File: config.mk
export PLATFORM = sky130hd
export DESIGN_NAME = unified_mem_arbiter
export DESIGN_NICKNAME = d
export VERILOG_FILES = /design/src/rtl/unified_mem_arbiter.sv
export SDC_FILE = /design/constraint.sdc
export NUM_CORES = 1
export LEC_CHECK = 0
export CAP_MARGIN = 0
export CORE_AREA = 2 2 206 208
export DETAILED_ROUTE_END_ITERATION = 8
export DIE_AREA = 0 0 208 210
export GPL_ROUTABILITY_DRIVEN = 0
export PLACE_DENSITY = 0.66
export SLEW_MARGIN = 20
export SYNTH_ARGS = -nofsm -noshare
export SYNTH_HDL_FRONTEND = slang
export SYNTH_SLANG_ARGS = --single-unit
File: constraint.sdc
create_clock -name clk -period 3.35 [get_ports clk]
set_clock_uncertainty 0.05 [all_clocks]
set_input_delay 0.5025 -clock clk [delete_from_list [all_inputs] [get_ports clk]]
set_output_delay 0.5025 -clock clk [all_outputs]
set_load 0.005 [all_outputs]
File: src/rtl/unified_mem_arbiter.sv
// Purpose: shares one single-ported memory between IF (read-only) and D (load/store).
// Latency: req sampled in IDLE -> mem_req next cycle -> done one cycle after mem_ready (min 3 cycles).
// Backpressure: mem_req is held until mem_ready or timeout; requests are sampled only in IDLE.
//
// Ports:
//   clk, rst                     clock, synchronous active-high reset
//   if_req/if_addr               IF read request and byte address
//   if_done/if_err/if_rdata      IF completion pulse, error flag, read data (held)
//   d_req/d_we/d_addr/d_wdata    D load/store request
//   d_done/d_err/d_rdata         D completion pulse, error flag, load data (held)
//   mem_req/mem_we/mem_addr/mem_wdata  memory request, stable until mem_ready or abort
//   mem_rdata/mem_ready          memory read data and completion
module unified_mem_arbiter #(
    parameter int ADDR_W       = 64,
    parameter int DATA_W       = 64,
    parameter int STARVE_LIMIT = 4,
    parameter int TIMEOUT      = 16
) (
    input  logic              clk,
    input  logic              rst,
    input  logic              if_req,
    input  logic [ADDR_W-1:0] if_addr,
    output logic              if_done,
    output logic              if_err,
    output logic [DATA_W-1:0] if_rdata,
    input  logic              d_req,
    input  logic              d_we,
    input  logic [ADDR_W-1:0] d_addr,
    input  logic [DATA_W-1:0] d_wdata,
    output logic              d_done,
    output logic              d_err,
    output logic [DATA_W-1:0] d_rdata,
    output logic              mem_req,
    output logic              mem_we,
    output logic [ADDR_W-1:0] mem_addr,
    output logic [DATA_W-1:0] mem_wdata,
    input  logic [DATA_W-1:0] mem_rdata,
    input  logic              mem_ready
);

    localparam int SW = $clog2(STARVE_LIMIT + 1);
    localparam int TW = (TIMEOUT > 2) ? $clog2(TIMEOUT) : 1;
    localparam logic [SW-1:0] STREAK_MAX = SW'(STARVE_LIMIT);
    localparam logic [TW-1:0] TCNT_LAST  = TW'(TIMEOUT - 1);

    typedef enum logic [1:0] {IDLE, BUSY, RESP} state_t;

    state_t          state;
    logic            owner_d;    // 1 = D owns the current transaction, 0 = IF
    logic [SW-1:0]   streak;     // consecutive D grants taken while IF was waiting
    logic [TW-1:0]   tcnt;       // cycles spent in BUSY without mem_ready

    logic            grant_d;
    logic            misal;
    logic [ADDR_W-1:0] sel_addr;

    // D wins unless IF is waiting and D has already used up its streak.
    always_comb begin
        grant_d  = d_req && (!if_req || (streak < STREAK_MAX));
        sel_addr = grant_d ? d_addr : if_addr;
        misal    = grant_d ? (d_addr[2:0] != 3'b000) : (if_addr[1:0] != 2'b00);
    end

    always_ff @(posedge clk) begin
        if (rst) begin
            state     <= IDLE;
            owner_d   <= 1'b0;
            streak    <= '0;
            tcnt      <= '0;
            mem_req   <= 1'b0;
            mem_we    <= 1'b0;
            mem_addr  <= '0;
            mem_wdata <= '0;
            if_done   <= 1'b0;
            if_err    <= 1'b0;
            if_rdata  <= '0;
            d_done    <= 1'b0;
            d_err     <= 1'b0;
            d_rdata   <= '0;
        end else begin
            case (state)
                IDLE: begin
                    if (if_req || d_req) begin
                        owner_d <= grant_d;
                        if (grant_d && if_req) begin
                            if (streak != STREAK_MAX)
                                streak <= streak + SW'(1);
                        end else begin
                            streak <= '0;
                        end
                        if (misal) begin
                            // Misaligned: answer with an error, memory is never touched.
                            state <= RESP;
                            if (grant_d) begin
                                d_done <= 1'b1;
                                d_err  <= 1'b1;
                            end else begin
                                if_done <= 1'b1;
                                if_err  <= 1'b1;
                            end
                        end else begin
                            // The memory-side registers double as the request latch.
                            state     <= BUSY;
                            tcnt      <= '0;
                            mem_req   <= 1'b1;
                            mem_we    <= grant_d && d_we;
                            mem_addr  <= sel_addr;
                            mem_wdata <= grant_d ? d_wdata : '0;
                        end
                    end
                end
                BUSY: begin
                    if (mem_ready) begin
                        state   <= RESP;
                        mem_req <= 1'b0;
                        mem_we  <= 1'b0;
                        if (owner_d) begin
                            d_rdata <= mem_rdata;
                            d_done  <= 1'b1;
                            d_err   <= 1'b0;
                        end else begin
                            if_rdata <= mem_rdata;
                            if_done  <= 1'b1;
                            if_err   <= 1'b0;
                        end
                    end else if (tcnt == TCNT_LAST) begin
                        // Abort: read data registers keep their previous contents.
                        state   <= RESP;
                        mem_req <= 1'b0;
                        mem_we  <= 1'b0;
                        if (owner_d) begin
                            d_done <= 1'b1;
                            d_err  <= 1'b1;
                        end else begin
                            if_done <= 1'b1;
                            if_err  <= 1'b1;
                        end
                    end else begin
                        tcnt <= tcnt + TW'(1);
                    end
                end
                RESP: begin
                    state   <= IDLE;
                    if_done <= 1'b0;
                    if_err  <= 1'b0;
                    d_done  <= 1'b0;
                    d_err   <= 1'b0;
                end
                default: state <= IDLE;
            endcase
        end
    end

endmodule
**Clock distribution**

Scale bar: 50 microns.
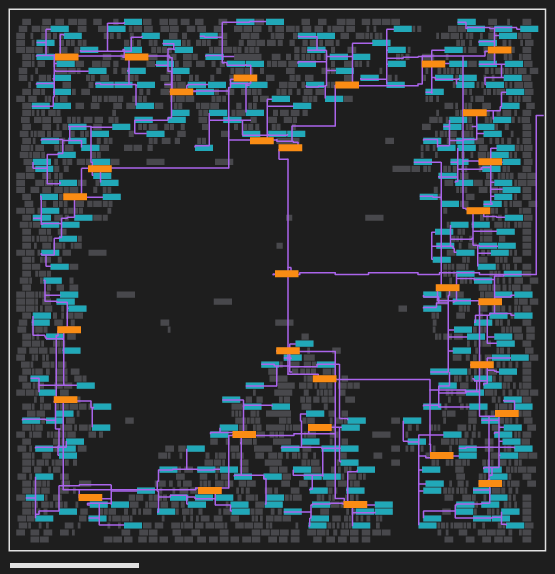
Key: cyan = flip-flops [count 272]; purple = clock wires [length 3640 microns]; orange = cells driving clock nets [count 30]
Position of the flops: spread over the die. There are 31 routed clock nets.

**Clock wiring as the flow saved it**

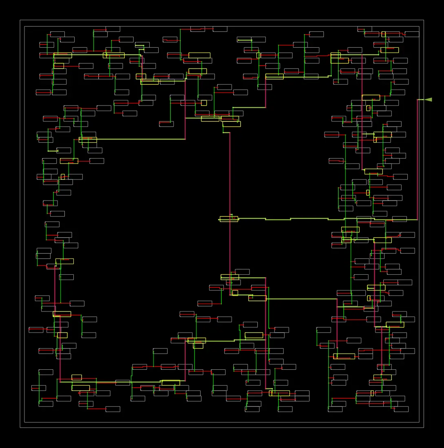
Clock Power: 3.23 mW
total CTS buffers: 30
clock sinks: 272

**Register map, names as in the netlist**

Other sequential cells in the stronger grey, the rest of the logic in the fainter grey.
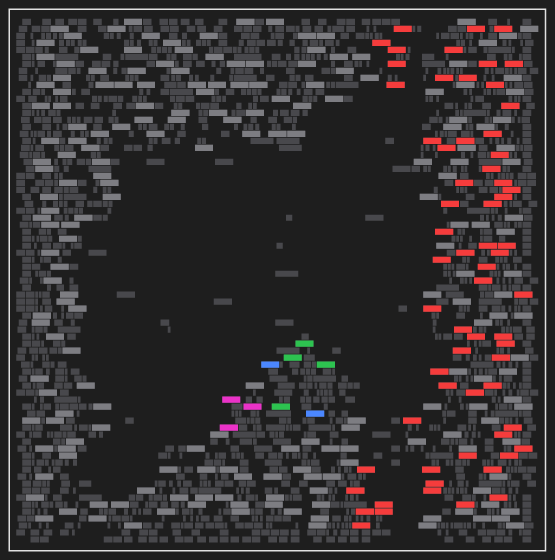
Key: magenta = `streak` [placed flops 3]; red = `if_rdata` [placed flops 64, where a column on the right]; green = `tcnt` [placed flops 4]; blue = `state` [placed flops 2]
Another 199 sequential cells are not coloured.

**Signal wires on met4**

Supply wires on this layer in grey.
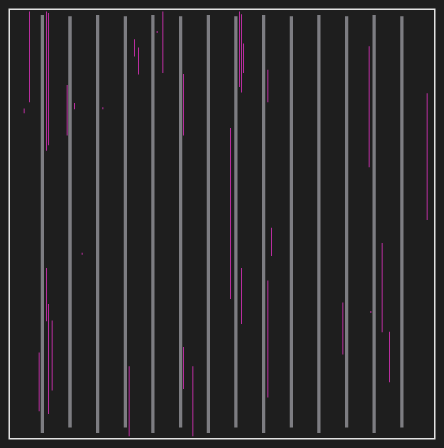
The longest straight run is 83.6 microns. The layer holds 2.5% of the routed length. 23 nets have wire on it. The layer carries 1020 microns of wire.

## state kept, by name, indices dropped and copies added, names as in the netlist
register   cells
state          2
d_done         1
mem_wdata     64
if_rdata      64
mem_we         1
streak         3
mem_req        1
d_rdata       64
if_done        1
tcnt           4
d_err          1
if_err         1
owner_d        1
mem_addr      64
## power by group through the flow
stage          registers (mW)  clock network (mW)  logic [mW]
6_report                 3.37                3.23       0.996
5_1_grt                  3.38                3.44        1.07
4_1_cts                  3.37                3.31        1.01
3_5_place_dp             3.44                   0        1.00
3_3_place_gp             3.44                   0       0.995
2_1_floorplan            3.44                   0       0.367
## area by class of cell
type / count / area [sq um] / share of cell area, %
Clock buffer: 43 / 891 / 5.15
Sequential cell: 272 / 5450 / 31.5
Timing Repair Buffer: 549 / 5610 / 32.4
Clock inverter: 9 / 75.1 / 0.434
Antenna cell: 1 / 2.50 / 0.0145
Tap cell: 539 / 674 / 3.90
Inverter: 5 / 18.8 / 0.108
Multi-Input combinational cell: 909 / 4590 / 26.5
## kinds of logic after synthesis
family	count (synthesis)	share of synthesized area (%)
xor+xnor	1	0.0830
simple gates	493	19.8
flops	272	51.6
fa+ha+maj	3	0.356
mux	4	0.379
compound gates	408	22.4
buf+inv	135	5.43
## metal layers
metal  up-vias  GRT usage (%)  share of wire (%)
li1       5478              -                  -
met4         8           5.33                2.5
met2       468           31.4                 49
met3        75           6.12                9.2
met1      5352           20.0                 39
met5         -              0               0.13
## worst max-delay path: cells and delay by family
kind | cells | cell delay [ns]
AOI/OAI and AO/OA | 2 | 0.49
buffers and inverters | 3 | 1.50
and+or+nand+nor | 1 | 0.17
==> impl_metrics.csv <==
group,metric,value,unit
drt,wl,41400,microns
final_timing,setup_viol,0,
run_status,status,"completed",
synthesis,ys.flops,272,
hold_path,worstHoldEndpoint,"d_rdata[15]$_SDFFE_PP0P_",
power,p_int,5.76,mW
critical_path,end_kind,"flip-flop",
finish,fin_nets,2032,
drt,postRouteAntennaNets,0,
global_route,track_usage,17.7,%
power,peakVddDrop,0.362,mV
hold_path,min-delay-start,"d_rdata[15]$_SDFFE_PP0P_",
global_route,grt_pass1_wl,62800,microns
power,pwr-share-comb,13.1,%
clocking,cts-resized-gates,0,
clocking,clock_latency,0.56,ns
clocking,clkTransAtPathRegs,0.06,ns
power,p_sw_share,24.2,%
clocking,clock-root-buffer,"clkbuf_16",
critical_path,r2r_setup_slack,1.30,ns
hold_path,hold_depth,2,
critical_path,crit_required,3.79,ns
final_timing,rsz0062_at_grt,"false",
drt,first_iter_violations,673,
critical_path,cp-start-kind,"primary input",
critical_path,cp_max_fo,88,
synthesis,synth_cell_type_count,48,
finish,syn2layout_area_growth,63.9,%
placed_design,portBuffers,523,
drt,wire_per_inst,17.8,microns
synthesis,synthDominantCellAreaShare,51.6,%
finish,final_cell_mix,"clkdlybuf4s50_1 (522), nand2_1 (391), dfxtp_1 (272)",
critical_path,startpoint,"if_req",
power,clockPowerShare,42.5,%
floorplan,fp-utilization,25.5,%
placed_design,placed_cell_area,16300,sq um
floorplan,chipArea,43700,sq um
final_timing,relSlewSlack,47.0,%
critical_path,r2r_cells,5,
synthesis,ff_type,"dfxtp_1",
drt,drtPass1Iterations,6,
synthesis,netlist_area,10600,sq um
finish,final_cell_area,17300,sq um
finish,n_fill_cell,4119,
clocking,cts-hold-fix-buffers,0,
drt,via_count,11400,
No activity file was given, so power comes from the tool's default toggle rates.
